Fig. 1: metal layers overlaid
(2 px per micron)
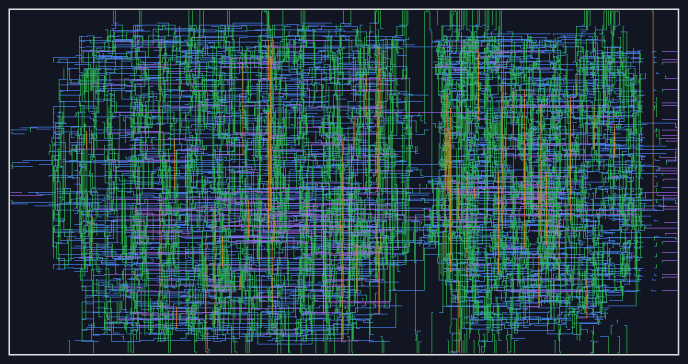
Fig. 2: clock distribution
(1 px per micron)
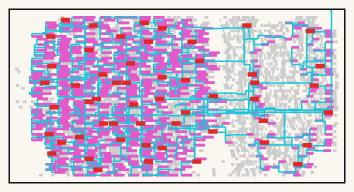
Fig. 3: supply network
(1.5 px per micron) Pins as bars on the die edge.
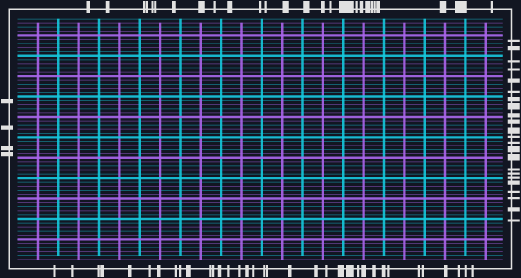
Fig. 4: clock nets
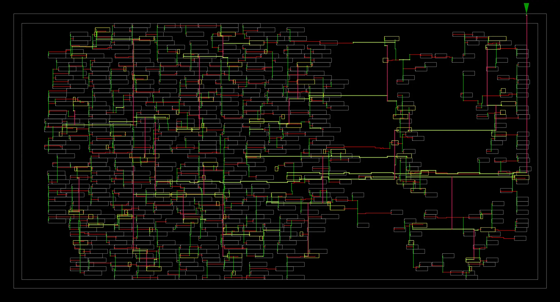
<file path="src/rtl/loop_det_pkg.sv">
`default_nettype none
// +--------------------------------------------------------------------+
// | loop_det_pkg : shared types and constants for stream_loop_detector |
// | rev 1.0                                                            |
// +--------------------------------------------------------------------+
package loop_det_pkg;

  typedef enum logic [1:0] {
    IDLE    = 2'd0,
    ARMED   = 2'd1,
    CAPTURE = 2'd2,
    STREAM  = 2'd3
  } state_e;

  localparam logic [6:0] OPC_BRANCH = 7'b1100011;
  localparam int         DEPTH_DEF  = 16;
  localparam int         IDX_W_DEF  = 4;

endpackage
`default_nettype wire

</file>
<file path="src/rtl/loop_buffer.sv">
`default_nettype none
// +--------------------------------------------------------------------+
// | loop_buffer : DEPTH x 32 register file, one write / one read port  |
// | rev 1.0                                                            |
// +--------------------------------------------------------------------+
module loop_buffer
  import loop_det_pkg::*;
#(
  parameter int DEPTH = DEPTH_DEF,
  parameter int IDX_W = IDX_W_DEF
) (
  input  logic             clk,
  input  logic             we_i,
  input  logic [IDX_W-1:0] waddr_i,
  input  logic [31:0]      wdata_i,
  input  logic [IDX_W-1:0] raddr_i,
  output logic [31:0]      rdata_o
);

  logic [31:0] mem_q [DEPTH];

  always_ff @(posedge clk) begin
    if (we_i) begin
      mem_q[waddr_i] <= wdata_i;
    end
  end

  assign rdata_o = mem_q[raddr_i];

endmodule
`default_nettype wire

</file>
<file path="src/rtl/stream_loop_detector.sv">
`default_nettype none
// +--------------------------------------------------------------------+
// | stream_loop_detector : captures a short backward loop and replays  |
// | it to decode while stalling fetch. rev 1.0                         |
// +--------------------------------------------------------------------+
module stream_loop_detector
  import loop_det_pkg::*;
#(
  parameter int DEPTH = DEPTH_DEF,
  parameter int IDX_W = IDX_W_DEF
) (
  input  logic        clk,
  input  logic        reset,
  input  logic [31:0] curr_PC,
  input  logic [31:0] instruction,
  input  logic [31:0] immediate,
  input  logic        mispredict,
  output logic [31:0] out_instruction,
  output logic        block_signal,
  output logic        flush,
  output logic [31:0] new_pc,
  output logic        reuse_signal
);

  state_e           state_q, state_d;
  logic [IDX_W-1:0] idx_q, idx_d;
  logic [IDX_W:0]   len_q, len_d;
  logic [31:0]      tgt_q, tgt_d;
  logic [31:0]      br_q, br_d;
  logic             flush_q, flush_d;
  logic [31:0]      new_pc_q, new_pc_d;

  logic             buf_we;
  logic [IDX_W-1:0] buf_waddr;
  logic [31:0]      buf_rdata;

  logic        w_is_branch;
  logic [31:0] w_neg_imm;
  logic [31:0] w_body_len;
  logic        w_qualify;
  logic [31:0] w_target;
  logic [31:0] w_expect_pc;
  logic        w_capture_abort;
  logic        w_last_rd;

  assign w_is_branch = (instruction[6:0] == OPC_BRANCH);
  assign w_neg_imm   = -immediate;
  assign w_body_len  = w_neg_imm + 32'd1;
  assign w_qualify   = w_is_branch && immediate[31] && (w_body_len <= 32'(DEPTH));
  assign w_target    = curr_PC + {immediate[29:0], 2'b00};

  // Capture must walk the body strictly sequentially from the target.
  assign w_expect_pc = tgt_q + {{(30-IDX_W){1'b0}}, idx_q, 2'b00};
  assign w_capture_abort = (curr_PC < tgt_q) || (curr_PC > br_q) ||
                           (curr_PC != w_expect_pc) || ({1'b0, idx_q} >= len_q);
  assign w_last_rd = ({1'b0, idx_q} == (len_q - (IDX_W+1)'(1)));

  always_comb begin
    state_d   = state_q;
    idx_d     = idx_q;
    len_d     = len_q;
    tgt_d     = tgt_q;
    br_d      = br_q;
    flush_d   = 1'b0;
    new_pc_d  = 32'd0;
    buf_we    = 1'b0;
    buf_waddr = idx_q;
    case (state_q)
      IDLE: begin
        idx_d = '0;
        if (!mispredict && w_qualify) begin
          br_d    = curr_PC;
          tgt_d   = w_target;
          len_d   = w_body_len[IDX_W:0];
          state_d = ARMED;
        end
      end
      ARMED: begin
        if (mispredict) begin
          state_d = IDLE;
        end else if (curr_PC == tgt_q) begin
          buf_we    = 1'b1;
          buf_waddr = '0;
          idx_d     = IDX_W'(1);
          state_d   = CAPTURE;
        end else if (w_is_branch && (curr_PC != br_q)) begin
          state_d = IDLE;
        end
      end
      CAPTURE: begin
        if (mispredict || w_capture_abort) begin
          state_d = IDLE;
          idx_d   = '0;
        end else begin
          buf_we = 1'b1;
          idx_d  = idx_q + IDX_W'(1);
          if ((curr_PC == br_q) && w_is_branch) begin
            state_d = STREAM;
            idx_d   = '0;
          end
        end
      end
      STREAM: begin
        if (mispredict) begin
          flush_d  = 1'b1;
          new_pc_d = br_q + 32'd4;
          state_d  = IDLE;
          idx_d    = '0;
        end else begin
          idx_d = w_last_rd ? '0 : idx_q + IDX_W'(1);
        end
      end
      default: state_d = IDLE;
    endcase
  end

  always_ff @(posedge clk) begin
    if (!reset) begin
      state_q  <= IDLE;
      idx_q    <= '0;
      len_q    <= '0;
      tgt_q    <= '0;
      br_q     <= '0;
      flush_q  <= 1'b0;
      new_pc_q <= '0;
    end else begin
      state_q  <= state_d;
      idx_q    <= idx_d;
      len_q    <= len_d;
      tgt_q    <= tgt_d;
      br_q     <= br_d;
      flush_q  <= flush_d;
      new_pc_q <= new_pc_d;
    end
  end

  loop_buffer #(
    .DEPTH (DEPTH),
    .IDX_W (IDX_W)
  ) u_buf (
    .clk     (clk),
    .we_i    (buf_we),
    .waddr_i (buf_waddr),
    .wdata_i (instruction),
    .raddr_i (idx_q),
    .rdata_o (buf_rdata)
  );

  assign block_signal    = (state_q == STREAM);
  assign reuse_signal    = (state_q == STREAM);
  assign out_instruction = (state_q == STREAM) ? buf_rdata : instruction;
  assign flush           = flush_q;
  assign new_pc          = new_pc_q;

endmodule
`default_nettype wire

</file>
<file path="config.mk">
export PLATFORM = sky130hd
export DESIGN_NAME = stream_loop_detector
export DESIGN_NICKNAME = d
export VERILOG_FILES = /design/src/rtl/loop_det_pkg.sv /design/src/rtl/loop_buffer.sv /design/src/rtl/stream_loop_detector.sv
export SDC_FILE = /design/constraint.sdc
export NUM_CORES = 1
export LEC_CHECK = 0
export CAP_MARGIN = 20
export CORE_ASPECT_RATIO = 0.5
export CORE_MARGIN = 5
export CORE_UTILIZATION = 55
export CTS_CLUSTER_DIAMETER = 120
export DETAILED_ROUTE_END_ITERATION = 8
export GPL_ROUTABILITY_DRIVEN = 0
export GPL_TIMING_DRIVEN = 0
export HOLD_SLACK_MARGIN = 0.05
export PLACE_DENSITY = 0.74
export SETUP_SLACK_MARGIN = 0.1
export SLEW_MARGIN = 20
export SYNTH_ARGS = -nofsm -noshare
export SYNTH_HDL_FRONTEND = slang
export SYNTH_HIERARCHICAL = 1
export SYNTH_SLANG_ARGS = --single-unit
export TNS_END_PERCENT = 10
</file>
<file path="constraint.sdc">
create_clock -name clk -period 19 [get_ports clk]
set_input_delay 3.8 -clock clk [delete_from_list [all_inputs] [get_ports clk]]
set_output_delay 3.8 -clock clk [all_outputs]
set_load 0.005 [all_outputs]
</file>
==> CHANGELOG.md <==
## Implementation

* Status: complete, no violations
* Area leader share at 0.533
* I/O Buffers at between 150 and 200
* Reg2Reg Setup Slack at approximately 13 ns
* Die footprint at ~57,000 sq um
* Critical path type: input port to primary output
* Antenna viol nets, final at 0
* Late-Pin Clk Latency at slightly above 0.6 ns
* Hold WC Path Type: flop to flop
* RSZ-0062 raised after global routing: no
* Rows at approximately 59
* Setup Viol. Count Final at 0
* EDFF count, synth at between 500 and 600
* Cycle use final at 0.490
* Final Hold Vio Count at 0
* Postcts setup bufs at 0
* Hold buffer count at CTS at 0
* DRC viols at 0
* Cells after Synth at 2,064
* Post-synth area hogs: edfxtp_1, mux4_2, dfxtp_1
* Slew @ Worst Pin at ~1.1 ns
* Syn_area_per_cell at about 14 sq um
* Crit Path Max Fanout at 18
* Post-Syn Area at ~29,000 sq um
* Final worst slack at ~9.7 ns
* Sink Count at 618
* Fp util at 0.556
* Final Net Count at 2,525
* Post-synth cell types at a little over 80
* RR Endpoint: u_buf/mem_q[4][13]$_DFFE_PP_
* Io pins at between 150 and 200
* WL per Instance at between 20 and 25 microns
* CP endpoint: out_instruction[0]
* Cell taking the most area after synthesis: edfxtp_1
* 1st-iter DRT viols at approximately 1.9k
* Maximum clock insertion buffer count at 3
* CP endpoint kind: primary output
* Min Hold Slack at between 0.4 and 0.5 ns
* Total power at roughly 2.7 mW
* CP Data Arrival Time at between 5 and 6 ns
* LEAKAGE at 10.8 nW
* Area grow syn2layout at 16.9%
* Max frequency at 107 MHz
* Total Wirelength at approximately 74 mm
* Setup TNS at 0 ns
* Slew margin rel. at 0.264
* Detail Placement HPWL at about 50 mm
* CTS tree: yes
* Seq share, synth at 0.607
* Power Density at ~80 nW/um^2
* Top cells by count, synth: edfxtp_1, nand2_1, mux4_2
* Yosys Chip Area at between 20,000 and 30,000 sq um
* Yosys stat cell total at 2,064
* Most frequent cell after synthesis: edfxtp_1
* Number of vias per cell at about 6.2
* CP startpoint: instruction[0]
* Top FF cell, synth: edfxtp_1
* Filler cells at 3,615
* Gr ovfl total at 0
* Vias in the first global route at between 15k and 20k
About Fig. 1:
legend:
  orange:
    layer: M4
    wire_length: 2,580 microns
  purple:
    layer: M3
    wire_length: 6,170 microns
  green:
    layer: M2
    wire_length: 35.4 mm
  blue:
    layer: M1
    wire_length: 29.6 mm

About Fig. 2:
legend:
  red:
    item: clock-net drivers
    count: 54
  magenta:
    item: flip-flops
    count: 618
  cyan:
    item: clock wires
    length: 7,020 microns
routed clock nets: 55

About Fig. 3:
legend:
  purple:
    net: VSS
  cyan:
    net: VDD
met4 straps: 23
met5 straps: 11
rows: 59
met1 rails: 60
Die H: 172 microns
Die Wd: 334 microns
Core ar.: 51,900 sq um
VDD IR-drop max: 0.0000713 V

About Fig. 4:
cts bufs inserted: 54
clock group power: 1.09 mW
flop count: 618

## metal layers
layer	GRT usage	share of wire	up-vias
li1	-	-	8506
met1	0.336	0.40	9498
met2	0.430	0.48	914
met3	0.0479	0.084	165
met4	0.0878	0.035	0
met5	0	0	-
## cell families after synthesis
group           count (synthesis)  share of synthesized area
flops                         618                      0.607
simple gates                  551                     0.0942
compound gates                343                     0.0788
buf+inv                       170                     0.0253
mux                           170                      0.116
fa+ha+maj                     110                     0.0482
xor+xnor                      102                     0.0310
## metrics by stage
step           cells  instance area [sq um]
2_1_floorplan   2064                  28800
3_3_place_gp    2929                  31400
3_5_place_dp    2961                  32000
4_1_cts         3060                  33700
5_1_grt         3061                  33700
6_report        3061                  33700
## report_power, final
| group | total (mW) | switching (mW) | leakage [nW] | internal [mW] |
|---|---|---|---|---|
| Clock | 1.09 | 0.507 | 0.844 | 0.582 |
| Sequential | 1.46 | 0.00000000000788 | 5.45 | 1.46 |
| Combinational | 0.150 | 0.0852 | 4.49 | 0.0650 |
| Total | 2.70 | 0.592 | 10.8 | 2.11 |
## worst max-delay path, cell delays in order
cell             delay (ns)
clkdlybuf4s50_1        0.87
mux2_2                 0.31
clkdlybuf4s50_1        0.53
## sequential cells by signal, indices dropped and copies added (netlist names)
signal       count
u_buf/mem_q    512
new_pc          32
tgt_q           32
br_q            30
len_q            5
idx_q            4
state_q          2
flush            1
## worst min-delay path by stage
stage	start	endpoint	slack (ns)	depth (start not counted)
after floorplan	br_q[14]$_SDFFE_PN0P_	br_q[14]$_SDFFE_PN0P_	0.43	2
after global placement	tgt_q[1]$_SDFFE_PN0P_	tgt_q[1]$_SDFFE_PN0P_	0.44	2
after detailed placement	br_q[28]$_SDFFE_PN0P_	br_q[28]$_SDFFE_PN0P_	0.44	2
after CTS	br_q[28]$_SDFFE_PN0P_	br_q[28]$_SDFFE_PN0P_	0.45	2
after global routing	tgt_q[1]$_SDFFE_PN0P_	tgt_q[1]$_SDFFE_PN0P_	0.47	2
final	tgt_q[1]$_SDFFE_PN0P_	tgt_q[1]$_SDFFE_PN0P_	0.45	2
## final cells by class
class | count | share of cell area
inverter | 86 | 0.00957
tap | 701 | 0.0260
sequential | 618 | 0.519
clock inverter | 38 | 0.0104
buffer | 84 | 0.0121
clock buffer | 61 | 0.0408
antenna | 1 | 0.0000742
timing repair buffer | 196 | 0.0641
multi-input combinational | 1276 | 0.318
## cells in the final DEF, fill, tap and decap left out, drive strengths merged, types with 13 or more instances in the layout
cell	count
a211oi	13
a21o	21
a21oi	123
a22oi	67
a31oi	15
and2	17
buf	74
clkbuf	103
clkdlybuf4s50	164
clkinv	29
dfxtp	106
edfxtp	512
ha	108
inv	89
mux2	35
mux4	128
nand2	220
nand3	46
nand4	30
nor2	91
nor3	34
nor4	28
o21ai	26
xnor2	75
xor2	27
Power and IR drop assume default switching activity.
